m1.png
Drawn at 1 px/um. Cells faint in the background.
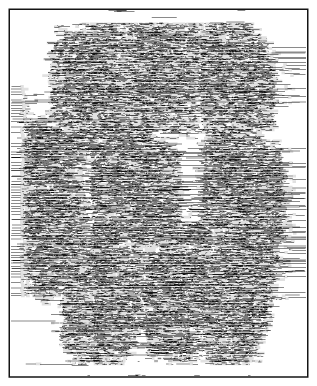
m2.png
Drawn at 1 px/um.
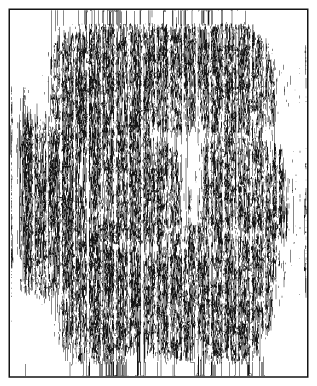
m3.png
Drawn at 1 px/um. Cells faint in the background.
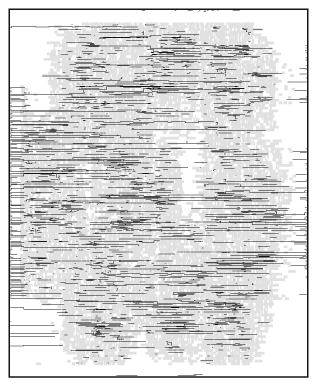
<file path="config.mk">
export PLATFORM = sky130hd
export DESIGN_NAME = xor128_prng_bank
export DESIGN_NICKNAME = d
export VERILOG_FILES = /design/src/rtl/xor128_prng_bank_pkg.sv /design/src/rtl/xor128_lane.sv /design/src/rtl/xor128_prng_bank.sv
export SDC_FILE = /design/constraint.sdc
export NUM_CORES = 2
export LEC_CHECK = 0
export CAP_MARGIN = 15
export CORE_ASPECT_RATIO = 1.25
export CORE_MARGIN = 10
export CORE_UTILIZATION = 65
export CTS_CLUSTER_DIAMETER = 100
export DETAILED_ROUTE_END_ITERATION = 8
export GPL_TIMING_DRIVEN = 1
export HOLD_SLACK_MARGIN = 0.1
export PLACE_DENSITY = 0.88
export SYNTH_ARGS = -nofsm -noshare
export SYNTH_HDL_FRONTEND = slang
export SYNTH_HIERARCHICAL = 1
export SYNTH_SLANG_ARGS = --single-unit
</file>
<file path="constraint.sdc">
create_clock -name iClk -period 9.9 [get_ports iClk]
set_input_delay 1.485 -clock iClk [delete_from_list [all_inputs] [get_ports iClk]]
set_output_delay 1.485 -clock iClk [all_outputs]
set_load 0.02 [all_outputs]
</file>
<file path="src/rtl/xor128_prng_bank_pkg.sv">
// Shared types, FSM encodings, default seed and xorshift128 step helpers
// for the xorshift128 PRNG bank.
package xor128_prng_bank_pkg;

  localparam int unsigned WORD_W  = 32;
  localparam int unsigned STATE_W = 2;

  localparam logic [STATE_W-1:0] ST_SEEDING = 2'd0;
  localparam logic [STATE_W-1:0] ST_WARMUP  = 2'd1;
  localparam logic [STATE_W-1:0] ST_RUN     = 2'd2;

  localparam logic [WORD_W-1:0] DEF_SEED0 = 32'd123456789;
  localparam logic [WORD_W-1:0] DEF_SEED1 = 32'd362436069;
  localparam logic [WORD_W-1:0] DEF_SEED2 = 32'd521288629;
  localparam logic [WORD_W-1:0] DEF_SEED3 = 32'd88675123;

  // x sits in the low word so a {w3,w2,w1,w0} seed casts straight onto it
  typedef struct packed {
    logic [WORD_W-1:0] w;
    logic [WORD_W-1:0] z;
    logic [WORD_W-1:0] y;
    logic [WORD_W-1:0] x;
  } xs_state_t;

  function automatic logic [WORD_W-1:0] xs_next_word(input logic [WORD_W-1:0] x,
                                                     input logic [WORD_W-1:0] w);
    logic [WORD_W-1:0] t;
    t = x ^ (x << 11);
    return w ^ (w >> 19) ^ t ^ (t >> 8);
  endfunction

  function automatic xs_state_t xs_step(input xs_state_t s);
    xs_state_t n;
    n.x = s.y;
    n.y = s.z;
    n.z = s.w;
    n.w = xs_next_word(s.x, s.w);
    return n;
  endfunction

endpackage

</file>
<file path="src/rtl/xor128_lane.sv">
// One xorshift128 lane: slot-wise load during seeding, single step otherwise.
module xor128_lane
  import xor128_prng_bank_pkg::*;
(
  input  logic              clk,
  input  logic              rst_n,
  input  logic              load_en,
  input  logic [1:0]        load_slot,
  input  logic [WORD_W-1:0] load_word,
  input  logic              step_en,
  output logic [WORD_W-1:0] w_o
);

  xs_state_t st_q;
  xs_state_t st_d;

  always_comb begin : lane_next
    st_d = st_q;
    if (load_en) begin
      case (load_slot)
        2'd0:    st_d.x = load_word;
        2'd1:    st_d.y = load_word;
        2'd2:    st_d.z = load_word;
        default: st_d.w = load_word;
      endcase
    end else if (step_en) begin
      st_d = xs_step(st_q);
    end
  end

  always_ff @(posedge clk or negedge rst_n) begin : lane_reg
    if (!rst_n) begin
      st_q <= '0;
    end else begin
      st_q <= st_d;
    end
  end

  assign w_o = st_q.w;

endmodule

</file>
<file path="src/rtl/xor128_prng_bank.sv">
// Bank of SIZE xorshift128 lanes seeded serially from one chain generator,
// optionally warmed up, then stepped in lockstep on each accepted output.
module xor128_prng_bank
  import xor128_prng_bank_pkg::*;
#(
  parameter int unsigned SIZE   = 8,
  parameter int unsigned WARMUP = 16,
  parameter logic [31:0] SEED0  = DEF_SEED0,
  parameter logic [31:0] SEED1  = DEF_SEED1,
  parameter logic [31:0] SEED2  = DEF_SEED2,
  parameter logic [31:0] SEED3  = DEF_SEED3
) (
  input  logic                 iClk,
  input  logic                 iRst_n,
  input  logic                 iSeedValid,
  input  logic [127:0]         iSeed,
  output logic [SIZE*32-1:0]   oRand,
  output logic                 oValid,
  input  logic                 iReady,
  output logic                 oBusy
);

  localparam int unsigned CNT_W  = 9;
  localparam int unsigned LANE_W = CNT_W - 2;
  localparam logic [CNT_W-1:0] SEED_LAST = CNT_W'(4 * SIZE - 1);
  localparam logic [CNT_W-1:0] WARM_LAST = CNT_W'((WARMUP == 0) ? 0 : WARMUP - 1);
  localparam xs_state_t        SEED_DEF  = {SEED3, SEED2, SEED1, SEED0};

  logic [STATE_W-1:0] state_q, state_d;
  logic [CNT_W-1:0]   cnt_q, cnt_d;
  xs_state_t          chain_q, chain_d;
  logic               valid_q, valid_d;
  logic               busy_q, busy_d;

  xs_state_t          seed_c;
  logic [WORD_W-1:0]  new_word_c;
  logic               seed_wr_c;
  logic               lane_step_c;

  // All-zero seeds would lock xorshift at zero forever
  assign seed_c     = (iSeed == '0) ? SEED_DEF : xs_state_t'(iSeed);
  assign new_word_c = xs_next_word(chain_q.x, chain_q.w);

  always_comb begin : fsm_next
    state_d     = state_q;
    cnt_d       = cnt_q;
    chain_d     = chain_q;
    seed_wr_c   = 1'b0;
    lane_step_c = 1'b0;
    if (iSeedValid) begin
      state_d = ST_SEEDING;
      cnt_d   = '0;
      chain_d = seed_c;
    end else begin
      case (state_q)
        ST_SEEDING: begin
          seed_wr_c = 1'b1;
          chain_d   = xs_step(chain_q);
          if (cnt_q == SEED_LAST) begin
            cnt_d   = '0;
            state_d = (WARMUP == 0) ? ST_RUN : ST_WARMUP;
          end else begin
            cnt_d = cnt_q + CNT_W'(1);
          end
        end
        ST_WARMUP: begin
          lane_step_c = 1'b1;
          if (cnt_q == WARM_LAST) begin
            cnt_d   = '0;
            state_d = ST_RUN;
          end else begin
            cnt_d = cnt_q + CNT_W'(1);
          end
        end
        ST_RUN: begin
          lane_step_c = iReady;
        end
        default: begin
          state_d = ST_SEEDING;
          cnt_d   = '0;
          chain_d = SEED_DEF;
        end
      endcase
    end
    valid_d = (state_d == ST_RUN);
    busy_d  = ~valid_d;
  end

  always_ff @(posedge iClk or negedge iRst_n) begin : fsm_reg
    if (!iRst_n) begin
      state_q <= ST_SEEDING;
      cnt_q   <= '0;
      chain_q <= SEED_DEF;
      valid_q <= 1'b0;
      busy_q  <= 1'b1;
    end else begin
      state_q <= state_d;
      cnt_q   <= cnt_d;
      chain_q <= chain_d;
      valid_q <= valid_d;
      busy_q  <= busy_d;
    end
  end

  // Chain word n lands in lane n/4, slot n%4
  for (genvar k = 0; k < SIZE; k++) begin : g_lane
    logic [WORD_W-1:0] lane_w;
    logic              lane_load;

    assign lane_load = seed_wr_c && (cnt_q[CNT_W-1:2] == LANE_W'(k));

    xor128_lane u_lane (
      .clk       (iClk),
      .rst_n     (iRst_n),
      .load_en   (lane_load),
      .load_slot (cnt_q[1:0]),
      .load_word (new_word_c),
      .step_en   (lane_step_c),
      .w_o       (lane_w)
    );

    assign oRand[k*32 +: 32] = lane_w;
  end

  assign oValid = valid_q;
  assign oBusy  = busy_q;

endmodule

</file>
==> results.yml <==
# implementation run metrics
outcome:
  run_status: "complete, no violations"
critical_path:
  timing_worst_setup_path_type: "flop to flop"
  cp_data_required_time_ns: 10.42
  critical_path_data_arrival_time_ns: 6.38
  worst_setup_path_start_kind: "flop"
  critPathCaptureType: "flop"
  worst-r2r-cell-count: 13
  regToRegStartpoint: "state_q[1]$_DFF_PN0_"
placed_design:
  placedInstanceArea_um2: 65100
  place.gp.congestion: 0.934
  dpl.cell_count: 7471
finish:
  final_instance_count_without_filler_cells: 7709
  area.sequential_um2: 29200
  area_delta_synth_final_pct: 11.4
  logic_area_um2: 29500
  final_layout_top_logic_cell: "sky130_fd_sc_hd__dfrtp_1"
  nFillCells: 6193
  number_of_flip_flops_in_the_largest_register: 768
  registers.top_by_ff_count: "g_lane.u_lane/st_q"
  layout.nets: 6462
  layout_top_cells: "sky130_fd_sc_hd__dfrtp_1, sky130_fd_sc_hd__nand2_1, sky130_fd_sc_hd__mux2i_1"
job:
  tool_warnings: 54
  cap_violations: 0
drt:
  detail_route.wirelength_mm: 189
  top_layer_used: "met5"
  detail_route_met3_wl_mm: 20.8
  routed_via_density: 6.52
  wire_length_per_cell_um: 24.6
timing:
  setup_total_negative_slack_ns: 0
  holdWs_ns: 0.503
  report.final.slew_viol_count: 0
  finalCritPeriodShare_pct: 59.2
  min_period_ns: 5.86
  worst_slew_pin_slew_ns: 1.17
  rsz0062_at_grt: "false"
  f_max_mhz: 171
  maxSlewHeadroom_pct: 21.9
  setup_viol: 0
  setup_ws_ns: 4.04
synth:
  synth-edff-count: 0
  mappedNetlistArea_um2: 62300
  synth.largest_area_cell: "sky130_fd_sc_hd__dfrtp_1"
  yosys.cell_count.top_type: "sky130_fd_sc_hd__dfrtp_1"
  common_cells: "sky130_fd_sc_hd__dfrtp_1, sky130_fd_sc_hd__nand2_1, sky130_fd_sc_hd__mux2i_1"
  yosys-stat-area_um2: 62300
  synthDistinctLibCells: 56
  postSynthCellCount: 6379
  post_synthesis_async_set_or_reset_flop_share_pct: 100
  yosysCellCount: 6379
  synth_seq_share_pct: 46.9
  registers_synthesis: 1165
  yosysTopAreaCellShare_pct: 44.3
  postSynth.topFlopCell: "sky130_fd_sc_hd__dfrtp_1"
  synth.yosys.warnings: 6
global_routing:
  globalRouteOverflowTotal: 0
  global_route.usage.met1_pct: 41.8
  wire_length_of_the_first_global_routing_pass_mm: 291
  global_route.peak_usage_layer: "met2"
  met3_routing_resource_usage_after_global_routing_pct: 8.87
  grt_use_total_pct: 33.6
  pin_count_of_the_biggest_net_entering_global_routing: 176
cts:
  post_cts.repair.setup_buffers: 0
  cts.htree.levels: 3
  clk_transition_reported_paths_ns: 0.07
  post_cts.resized_instances: 0
  cts-root-to-sink-buffers: 3
  postCtsHoldBufs: 0
  clkSinkCount: 1165
  cts_made_buffers: 116
  cts-root-buf: "sky130_fd_sc_hd__clkbuf_16"
  latency_at_later_pin_ns: 0.72
hold_path:
  hold-path-endpoint: "g_lane[1].u_lane/st_q[31]$_DFFE_PN0P_"
  timing.hold.worst_path_depth: 2
  worstHoldPathType: "flop to flop"
power_and_ir_drop:
  max-vdd-ir-drop_uv: 465
  finalPower_uw: 24100
  power_density_nw_per_um2: 347
  static-leakage-power_uw: 0.0275
floorplan:
  rows: 126
  core-area_um2: 94700
  die_h_um: 366
  initCoreUtil_pct: 65.8
Notes on m1.png above:
longest straight run: 64.4 um
main direction: horizontal
wire length on this layer: 69.8 mm

Notes on m2.png above:
main direction: vertical
nets with wire on the layer: 5,527
longest straight run: 80.6 um

Notes on m3.png above:
main direction: horizontal
share of all routed wire: 11%
nets with wire on the layer: 887
longest straight run: 144 um
wire length on this layer: 20.8 mm

## kinds of logic (layout without fill, tap and decap cells)
family | Yosys count | after routing | synth area share [%]
compound gates | 1675 | 1675 | 15.8
xor+xnor | 599 | 599 | 9.58
fa+ha+maj | 5 | 5 | 0.100
buf+inv | 697 | 739 | 6.40
flops | 1165 | 1165 | 46.9
mux | 689 | 689 | 11.1
other cells | 0 | 8 | 0
simple gates | 1549 | 1549 | 10.1
## area by class of cell
class / instances / area share (%)
Tap cell: 1280 / 2.31
Clock inverter: 39 / 0.669
Inverter: 28 / 0.151
Timing Repair Buffer: 497 / 7.16
Clock buffer: 175 / 5.07
Sequential cell: 1165 / 42.1
Antenna cell: 8 / 0.0288
Multi-Input combinational cell: 4517 / 42.5
## critical path, stage by stage (launching register included)
cell	delay (ns)
sky130_fd_sc_hd__dfrtp_1	0.44
sky130_fd_sc_hd__inv_1	0.12
sky130_fd_sc_hd__ha_2	0.46
sky130_fd_sc_hd__clkinv_1	0.41
sky130_fd_sc_hd__nor2_1	0.27
sky130_fd_sc_hd__buf_4	0.23
sky130_fd_sc_hd__nand3_1	0.35
sky130_fd_sc_hd__nor2_4	0.25
sky130_fd_sc_hd__buf_4	0.56
sky130_fd_sc_hd__buf_4	0.76
sky130_fd_sc_hd__inv_2	0.57
sky130_fd_sc_hd__o31a_2	0.86
sky130_fd_sc_hd__nand2_1	0.21
sky130_fd_sc_hd__o21ai_0	0.13
## power by group
group	switching [uW]	internal, uW	leakage (uW)	total [uW]
Clock	1930	2680	0.00197	4610
Sequential	1500	6460	0.0151	7950
Combinational	7340	4150	0.0105	11500
Power figures rest on the tool's default switching activity, not on a simulated workload.
